$ cat src/rtl/switch_packetizer_acc.sv
// Packs WORDS_PER_FLIT Ethernet segments (LANES sub-flits each) into one NoC flit with head/tail/dest header.
// Latency: flit-completing segment accepted in cycle N -> o_valid_out in cycle N+1; partial segments emit nothing.
// Backpressure: i_ready_out = !o_valid_out | o_ready_in, forced low in the cycle a mid-packet SOP aborts the open flit.
module switch_packetizer_acc #(
    parameter int DATA_WIDTH       = 64,
    parameter int ADDRESS_WIDTH    = 4,
    parameter int VC_ADDRESS_WIDTH = 1,
    parameter int LANES            = 2,
    parameter int WORDS_PER_FLIT   = 2,
    parameter int WIDTH_OUT        = 600,
    parameter int ASSIGNED_VC      = 0,
    localparam int LW              = DATA_WIDTH + 7,
    localparam int WIDTH_IN        = LANES * LW
) (
    input  logic                     clk,
    input  logic                     rst_n,
    input  logic [WIDTH_IN-1:0]      i_data_in,
    input  logic                     i_valid_in,
    input  logic [ADDRESS_WIDTH-1:0] i_dest_in,
    output logic                     i_ready_out,
    output logic [WIDTH_OUT-1:0]     o_data_out,
    output logic                     o_valid_out,
    input  logic                     o_ready_in,
    output logic [15:0]              o_err_count
);
    localparam int BODY_W    = DATA_WIDTH + 5;
    localparam int SEG_W     = LANES * BODY_W;
    localparam int PAYLOAD_W = WORDS_PER_FLIT * SEG_W;
    localparam int HDR_W     = 3 + VC_ADDRESS_WIDTH + ADDRESS_WIDTH;
    localparam int USED_W    = HDR_W + PAYLOAD_W;
    localparam int SLOT_W    = (WORDS_PER_FLIT > 1) ? $clog2(WORDS_PER_FLIT) : 1;
    localparam logic [SLOT_W-1:0] LAST_SLOT = SLOT_W'(WORDS_PER_FLIT - 1);
    localparam logic [VC_ADDRESS_WIDTH-1:0] VC_BITS = VC_ADDRESS_WIDTH'(ASSIGNED_VC);

    typedef enum logic {IDLE = 1'b0, ACCUM = 1'b1} state_t;

    state_t                   state_q, state_d;
    logic [SLOT_W-1:0]        slot_q, slot_d, wr_slot;
    logic                     head_q, head_d;
    logic [ADDRESS_WIDTH-1:0] dest_q, dest_d, flit_dest;
    logic [PAYLOAD_W-1:0]     acc_q, acc_d, merged;
    logic [SEG_W-1:0]         seg_body;
    logic                     seg_eop, seg_start, seg_sop, sop_bits_unused;
    logic                     can_take, abort, accept, write, complete, emit, drop;
    logic                     flit_head, flit_tail;
    logic [WIDTH_OUT-1:0]     flit;
    logic                     valid_q;
    logic [WIDTH_OUT-1:0]     data_q;
    logic [15:0]              err_q;

    assign seg_start = i_data_in[WIDTH_IN-1];
    assign seg_sop   = i_data_in[WIDTH_IN-2];

    // Lane bodies of invalid lanes are zeroed so unfilled payload stays clean.
    always_comb begin
        seg_body        = '0;
        seg_eop         = 1'b0;
        sop_bits_unused = 1'b0;
        for (int l = 0; l < LANES; l++) begin
            sop_bits_unused = sop_bits_unused ^ i_data_in[WIDTH_IN-2-l*LW];
            if (i_data_in[WIDTH_IN-1-l*LW]) begin
                seg_body[SEG_W-1-l*BODY_W -: BODY_W] = i_data_in[WIDTH_IN-(l+1)*LW +: BODY_W];
                seg_eop = seg_eop | i_data_in[WIDTH_IN-3-l*LW];
            end
        end
    end

    assign can_take    = !valid_q | o_ready_in;
    assign abort       = i_valid_in & seg_start & seg_sop & (state_q == ACCUM) & can_take;
    assign i_ready_out = can_take & !abort;
    assign accept      = i_valid_in & i_ready_out;
    assign write       = accept & seg_start & (seg_sop | (state_q == ACCUM));
    assign drop        = accept & seg_start & !seg_sop & (state_q == IDLE);
    assign wr_slot     = (state_q == IDLE) ? '0 : slot_q;
    assign complete    = write & (seg_eop | (wr_slot == LAST_SLOT));
    assign emit        = complete | abort;
    assign flit_head   = (state_q == IDLE) | head_q;
    assign flit_tail   = abort | seg_eop;
    assign flit_dest   = (state_q == IDLE) ? i_dest_in : dest_q;

    always_comb begin
        merged = acc_q;
        if (write) begin
            merged[PAYLOAD_W-1-int'(wr_slot)*SEG_W -: SEG_W] = seg_body;
        end
        flit = '0;
        flit[WIDTH_OUT-1 -: USED_W] = {1'b1, flit_head, flit_tail, VC_BITS, flit_dest, merged};
    end

    always_comb begin
        state_d = state_q;
        slot_d  = slot_q;
        head_d  = head_q;
        dest_d  = dest_q;
        acc_d   = acc_q;
        if (abort) begin
            state_d = IDLE;
            slot_d  = '0;
            head_d  = 1'b0;
            acc_d   = '0;
        end else if (write) begin
            if (state_q == IDLE) begin
                dest_d = i_dest_in;
                head_d = 1'b1;
            end
            if (complete) begin
                acc_d   = '0;
                slot_d  = '0;
                head_d  = 1'b0;
                state_d = seg_eop ? IDLE : ACCUM;
            end else begin
                acc_d   = merged;
                slot_d  = wr_slot + 1'b1;
                state_d = ACCUM;
            end
        end
    end

    always_ff @(posedge clk) begin
        if (!rst_n) begin
            state_q <= IDLE;
            slot_q  <= '0;
            head_q  <= 1'b0;
            dest_q  <= '0;
            acc_q   <= '0;
            valid_q <= 1'b0;
            data_q  <= '0;
            err_q   <= '0;
        end else begin
            state_q <= state_d;
            slot_q  <= slot_d;
            head_q  <= head_d;
            dest_q  <= dest_d;
            acc_q   <= acc_d;
            if (emit) begin
                valid_q <= 1'b1;
                data_q  <= flit;
            end else if (o_ready_in) begin
                valid_q <= 1'b0;
            end
            if ((drop | abort) && (err_q != 16'hFFFF)) begin
                err_q <= err_q + 16'd1;
            end
        end
    end

    assign o_valid_out = valid_q;
    assign o_data_out  = data_q;
    assign o_err_count = err_q;
endmodule

$ cat config.mk
export PLATFORM = sky130hd
export DESIGN_NAME = switch_packetizer_acc
export DESIGN_NICKNAME = d
export VERILOG_FILES = /design/src/rtl/switch_packetizer_acc.sv
export SDC_FILE = /design/constraint.sdc
export NUM_CORES = 1
export LEC_CHECK = 0
export CORE_AREA = 2 2 297 299
export CTS_BUF_LIST = sky130_fd_sc_hd__clkbuf_16
export CTS_CLUSTER_DIAMETER = 200
export DETAILED_ROUTE_END_ITERATION = 7
export DIE_AREA = 0 0 299 301
export SLEW_MARGIN = 20
export SYNTH_ARGS = -nofsm -noshare
export SYNTH_HDL_FRONTEND = slang
export SYNTH_SLANG_ARGS = --single-unit
$ cat constraint.sdc
create_clock -name clk -period 5.2 [get_ports clk]
set_input_delay 0.78 -clock clk [delete_from_list [all_inputs] [get_ports clk]]
set_output_delay 0.78 -clock clk [all_outputs]
set_load 0.1 [all_outputs]
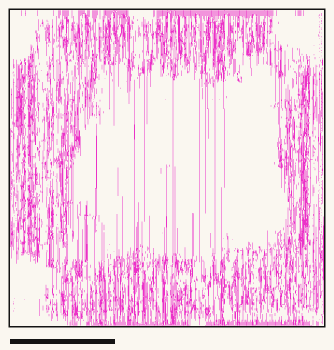
Fig. 1. Metal 2 (run 1).
Scale bar: 100 um.
longest straight run	177 um
main direction	vertical
wire length on this layer	36.7 mm
share of all routed wire	47%
detailed-route via count: 20,200
met2 usage: 0.269
DRT Wirelength: 78,000 um

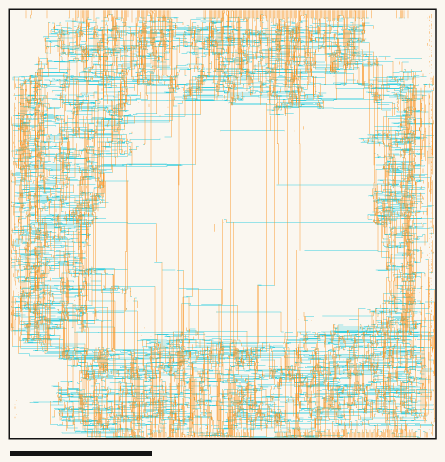
Fig. 2. Metal layers overlaid (run 1).
Scale bar: 100 um. Two of the layers only.
layer	color	wire length
metal 2	orange	36.7 mm
metal 1	cyan	33.2 mm
gr usage total: 0.164
routed len/inst: 18.0 um

==> results.yml, run 1 <==
# generated from flow reports
die:
  num_rows: 108
  io_pins: 768
  die_w_um: 299
  die-area_mm2: 0.0900
  fp.coreArea_mm2: 0.0865
yosys:
  yosys_cells: 2835
  largest_area_cell: "dfxtp_1"
  top_cell_area_share: 0.482
  ys_types: 45
  synth_warnings: 0
worst_hold_path:
  min_from: "slot_q$_SDFFE_PP0N_"
timing:
  final.setup.tns_ps: 0
job:
  tool_warnings: 33
finish:
  nets: 3280
  buffers: 482
pwr:
  intPower_w: 0.00755
critical_path:
  timing.rr.start: "state_q$_SDFFE_PP0N_"
  crit_family: "buffers and inverters"
  cp-end-kind: "output pin"
run_status:
  outcome: "finished clean"
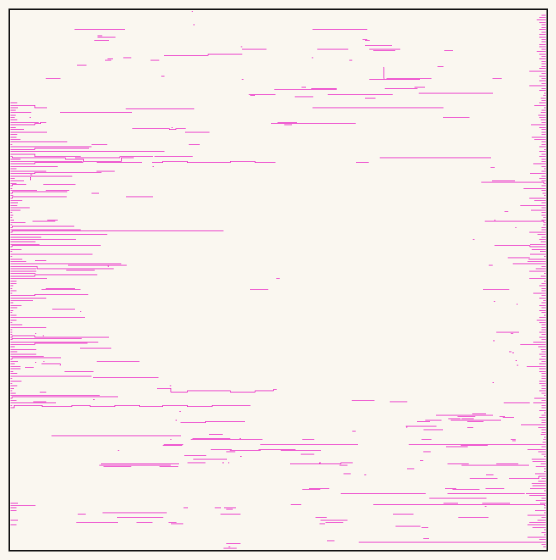
Fig. 3. The metal 3 layer (run 1).
main direction	horizontal
longest straight run	118 um
nets with wire on the layer	436
met3 usage in global routing: 0.0495

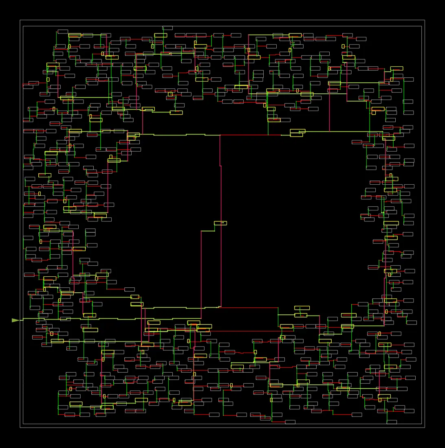
Fig. 4. Clock wiring as the flow saved it (run 1).
clk sink count: 583
seq_cells: 583
Clock Buffer Count: 68
Clock net power: 0.00456 W
Num CTS Buffers: 67

==> run 1: cells by family (layout without fill, tap and decap cells) <==
kind of cell / count (synthesis) / count (layout) / share of synthesized area
compound gates: 636 / 636 / 0.173
flops: 583 / 583 / 0.482
xor+xnor: 10 / 10 / 0.00361
buf+inv: 577 / 606 / 0.145
simple gates: 1019 / 1019 / 0.192
other cells: 1 / 319 / 0.000155
fa+ha+maj: 1 / 1 / 0.000516
mux: 8 / 8 / 0.00330
==> run 1: layer usage <==
metal,vias to the layer above,global-route usage,wire [um]
met5,-,0,69
met4,10,0.0457,1750
met3,113,0.0495,6260
met2,722,0.269,36700
met1,9559,0.209,33200
li1,9835,-,-
==> run 1: state kept, by name, summed over array words and instances (netlist names) <==
| register | cells |
|---|---|
| o_data_out | 283 |
| acc_q | 276 |
| o_err_count | 16 |
| dest_q | 4 |
| head_q | 1 |
| o_valid_out | 1 |
| slot_q | 1 |
| state_q | 1 |
==> run 1: power groups by stage <==
stage / clock network, W / logic (W) / registers, W
after floorplan: 0 / 0.00154 / 0.00539
after global placement: 0 / 0.00251 / 0.00473
after detailed placement: 0 / 0.00251 / 0.00474
after CTS: 0.00472 / 0.00251 / 0.00464
after global routing: 0.00490 / 0.00259 / 0.00465
final: 0.00456 / 0.00251 / 0.00464
==> run 1: through the flow <==
step	instance area, um2	worst slack, ps	hold WS [ps]	utilization
detailed placement	28300	1400	435	0.328
finish	30500	1430	447	0.352
global route	30500	1370	464	0.352
global placement	28300	1300	432	0.328
CTS	30500	1410	445	0.352
floorplan	25400	1620	421	-
==> run 1: worst reg2reg max path, stage by stage (launching register included) <==
cell      delay, ps
dfxtp_1         750
xor2_1          350
nand4_1         390
nand3_4         680
buf_12          430
nor2_1          120
a311oi_1        270
==> inputs of run 2 (changes only) <==
==> constraint.sdc (replaced) <==
create_clock -name clk -period 3.3 [get_ports clk]
set_input_delay 0.495 -clock clk [delete_from_list [all_inputs] [get_ports clk]]
set_output_delay 0.495 -clock clk [all_outputs]
set_load 0.1 [all_outputs]
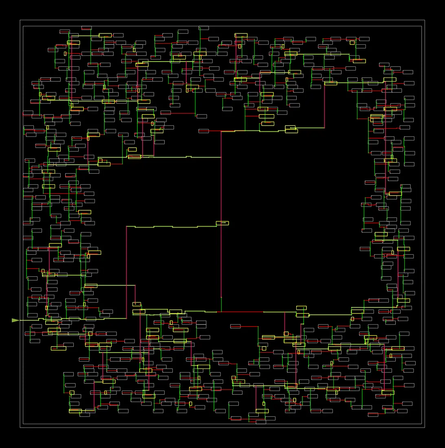
Fig. 5. Clock wiring as the flow saved it (run 2).
clk_lat worst skew: 600 ps
Num CTS Buffers: 68
Clock Buffer Count: 69

==> results.yml, run 2 <==
# generated from flow reports
yosys:
  top_logic_kind: "simple AND/OR/NAND/NOR gates"
  synth_warnings: 0
  ys_sh_xor: 0.00361
  syn_area_mm2: 0.0242
  top_cell_area_share: 0.482
  ys_sh_aoi: 0.173
  mux_share: 0.00330
  synth.top_cells.by_count: "dfxtp_1 (583), buf_4 (323), nor2_1 (300)"
  simple_gate_share: 0.192
  largest_area_cell: "dfxtp_1"
  ys_types: 45
  adder_share: 0.000516
  yosys_cells: 2835
timing:
  layout_worst_path_cycle_share: 0.808
  worst_slack_ps: 635
  clock_skew_ps: 24.2
  final.setup.tns_ps: 0
pwr:
  p_leak_nw: 11.2
clock_network:
  cts_sinks: 583
  post_cts_buffers: 0
  cts_max_level: 3
  tritoncts: "yes"
die:
  fp.coreArea_mm2: 0.0865
  die_w_um: 299
  num_rows: 108
  io_pins: 768
  die-area_mm2: 0.0900
critical_path:
  crit_family: "buffers and inverters"
  cp-end-kind: "output pin"
  timing.rr.start: "state_q$_SDFFE_PP0N_"
  r2r_slack_ps: 910
  rr_endpoint: "o_data_out[366]$_SDFFE_PN0P_"
  crit_type: "register to output pin"
finish:
  fillers: 8949
  drive_gt1_frac: 0.101
  largest_reg_flops: 283
  flop_area_mm2: 0.0117
  nets: 3321
run_status:
  outcome: "finished clean"
global_routing:
  grt_pass1_vias: 19000
  grt_pass1_wl_um: 117000
  grtUsageTotal: 0.164
worst_hold_path:
  min_from: "i_data_in[141]"
drt:
  drtIter0Drc: 1147
  routedWlPerCell_um: 17.8
job:
  tool_warnings: 36
placed_design:
  pre_cts_ws_ps: 303
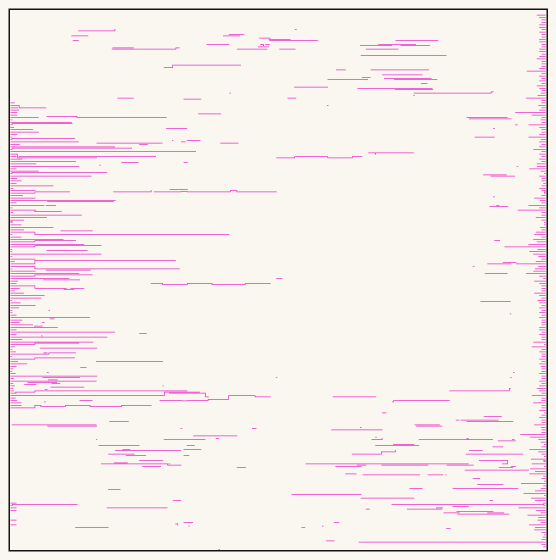
Fig. 6. The metal 3 layer (run 2).
wire length on this layer	6,750 um
nets with wire on the layer	432
longest straight run	108 um
DRT Wirelength: 77,700 um
detailed-route via count: 20,500
met3 usage in global routing: 0.0522

run 2: cell counts after synthesis:
Identical to the previous run, type by type.
run 2: metal layers:
layer  vias to the layer above  part of all wire  track usage
met1                      9791              0.41        0.202
li1                       9907                 -            -
met3                        94             0.087       0.0522
met4                        12             0.016       0.0381
met5                         -            0.0010            0
met2                       716              0.49        0.278
run 2: worst max-delay path by stage:
stage | end | slack, ps | cells past startpoint
2_1_floorplan | i_ready_out | 250 | 2
3_3_place_gp | o_data_out[590]$_SDFFE_PN0P_ | 300 | 7
3_5_place_dp | o_data_out[590]$_SDFFE_PN0P_ | 300 | 7
4_1_cts | o_err_count[8] | 580 | 1
5_1_grt | o_err_count[4] | 560 | 1
6_report | o_err_count[8] | 630 | 1
run 2: report_power, final:
part           total [W]  switching (W)  internal (W)  leakage [nW]
Sequential       0.00731      0.0000957       0.00722          4.72
Combinational    0.00398        0.00337      0.000609          5.45
Clock            0.00717        0.00310       0.00407          1.06
Total             0.0185        0.00656        0.0119          11.2
run 2: area by class of cell:
| type | count | area share |
|---|---|---|
| diodes | 2 | 0.000163 |
| clock buffers | 69 | 0.0563 |
| clock inverters | 49 | 0.0123 |
| inverters | 4 | 0.000653 |
| multi-input cells | 1991 | 0.336 |
| flip-flops and latches | 583 | 0.380 |
| well taps | 1155 | 0.0471 |
| repair buffers | 522 | 0.168 |
run 2: per-stage QoR:
stage	instance area, um2	hold WS (ps)	utilization	total power, W
after detailed placement	28600	443	0.330	0.0115
final	30700	240	0.355	0.0185
after CTS	30700	191	0.355	0.0187
after global routing	30700	231	0.355	0.0191
after floorplan	25400	421	-	0.0109
after global placement	28600	434	0.330	0.0114
==> inputs of run 3 (changes only) <==
==> constraint.sdc (replaced) <==
create_clock -name clk -period 2.5 [get_ports clk]
set_input_delay 0.375 -clock clk [delete_from_list [all_inputs] [get_ports clk]]
set_output_delay 0.375 -clock clk [all_outputs]
set_load 0.1 [all_outputs]
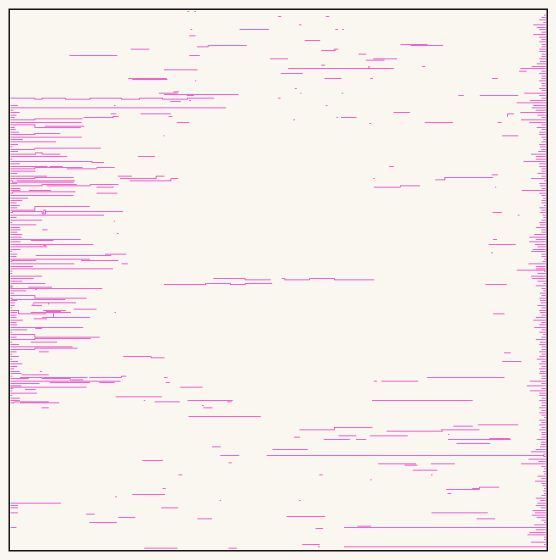
Fig. 7. The metal 3 layer (run 3).
wire length on this layer	5,730 um
nets with wire on the layer	433
longest straight run	154 um
share of all routed wire	7.4%

==> results.yml, run 3 <==
# generated from flow reports
run_status:
  outcome: "finished clean"
clock_network:
  cts_sinks: 583
  cts_max_level: 3
yosys:
  ys_sh_xor: 0.00361
  yosys_cells: 2835
  top_logic_kind: "simple AND/OR/NAND/NOR gates"
  mux_share: 0.00330
  syn_area_mm2: 0.0242
  simple_gate_share: 0.192
drt:
  wl_met1_um: 32800
  wl_met3_um: 5730
  wl_um: 77500
  top_layer: "met5"
die:
  io_pins: 768
  num_rows: 108
  die-area_mm2: 0.0900
  die_w_um: 299
pwr:
  p_clk_frac: 0.391
  power-top-group: "registers"
  seq_power_w: 0.00966
  sw_frac_of_total: 0.358
  intPower_w: 0.0158
  p_seq_frac: 0.393
global_routing:
  met1_usage: 0.205
  grtUsageTotal: 0.163
finish:
  final_util: 0.358
  drive_gt1_frac: 0.174
  nets: 3386
  largest_reg_flops: 283
  fillers: 8892
critical_path:
  r2r_slack_ps: 350
  cp-end-kind: "output pin"
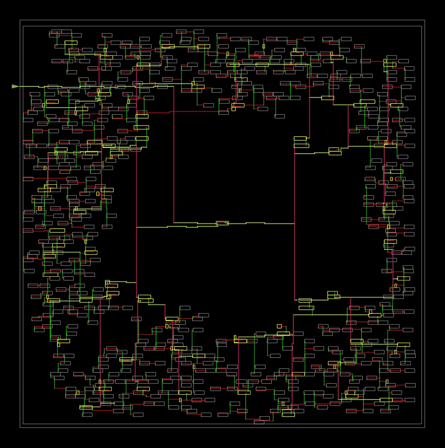
Fig. 8. Clock wiring as the flow saved it (run 3).
Clock net power: 0.00959 W
Clock Buffer Count: 67
Num CTS Buffers: 67
Setup Skew: 31.3 ps
clk_lat worst skew: 620 ps

run 3: netlist changes by cell type in the layout (fill, tap and decap cells not counted), moves of 2 or more:
cell | before | now
clkinv_8 | 2 | 0
clkinvlp_4 | 4 | 1
inv_1 | 13 | 18
clkdlybuf4s50_1 | 321 | 145
clkbuf_16 | 69 | 67
clkinv_16 | 0 | 4
clkinv_2 | 9 | 12
clkinv_1 | 15 | 13
dfxtp_2 | 0 | 4
buf_12 | 33 | 47
dfxtp_1 | 583 | 579
buf_4 | 167 | 394
run 3: layout make-up:
cell class,instances,area [um2],area share
inverters,4,20.0,0.000646
diodes,1,2.50,0.0000808
flip-flops and latches,583,11700,0.377
repair buffers,588,5370,0.173
multi-input cells,1991,10300,0.333
clock buffers,67,1680,0.0541
clock inverters,54,479,0.0155
well taps,1155,1450,0.0467
run 3: metrics by stage:
step	setup TNS [ps]	total power [W]	setup WS [ps]	hold slack [ps]	cell area (um2)
after floorplan	0	0.0144	20.3	421	25400
after global placement	-1490	0.0151	-35.9	434	28800
after detailed placement	-5250	0.0152	-93.7	434	28800
after CTS	0	0.0248	335	84.5	31000
after global routing	0	0.0254	163	103	31000
final	0	0.0245	345	140	31000
run 3: logic make-up (layout without fill, tap and decap cells):
kind of cell    after synthesis  count (layout)
simple gates               1019            1019
compound gates              636             636
flops                       583             583
buf+inv                     577             713
xor+xnor                     10              10
mux                           8               8
fa+ha+maj                     1               1
other cells                   1             318
run 3: final timing paths:
kind / startpoint / end / cells past startpoint
worst min register to register: slot_q$_SDFFE_PP0N_ / slot_q$_SDFFE_PP0N_ / 2
worst min-delay path: rst_n / o_data_out[460]$_SDFFE_PN0P_ / 3
worst max-delay path: i_valid_in / i_ready_out / 5
worst max register to register: state_q$_SDFFE_PP0N_ / acc_q[159]$_SDFFE_PP0N_ / 7
Power is estimated from default activity; no workload was simulated.
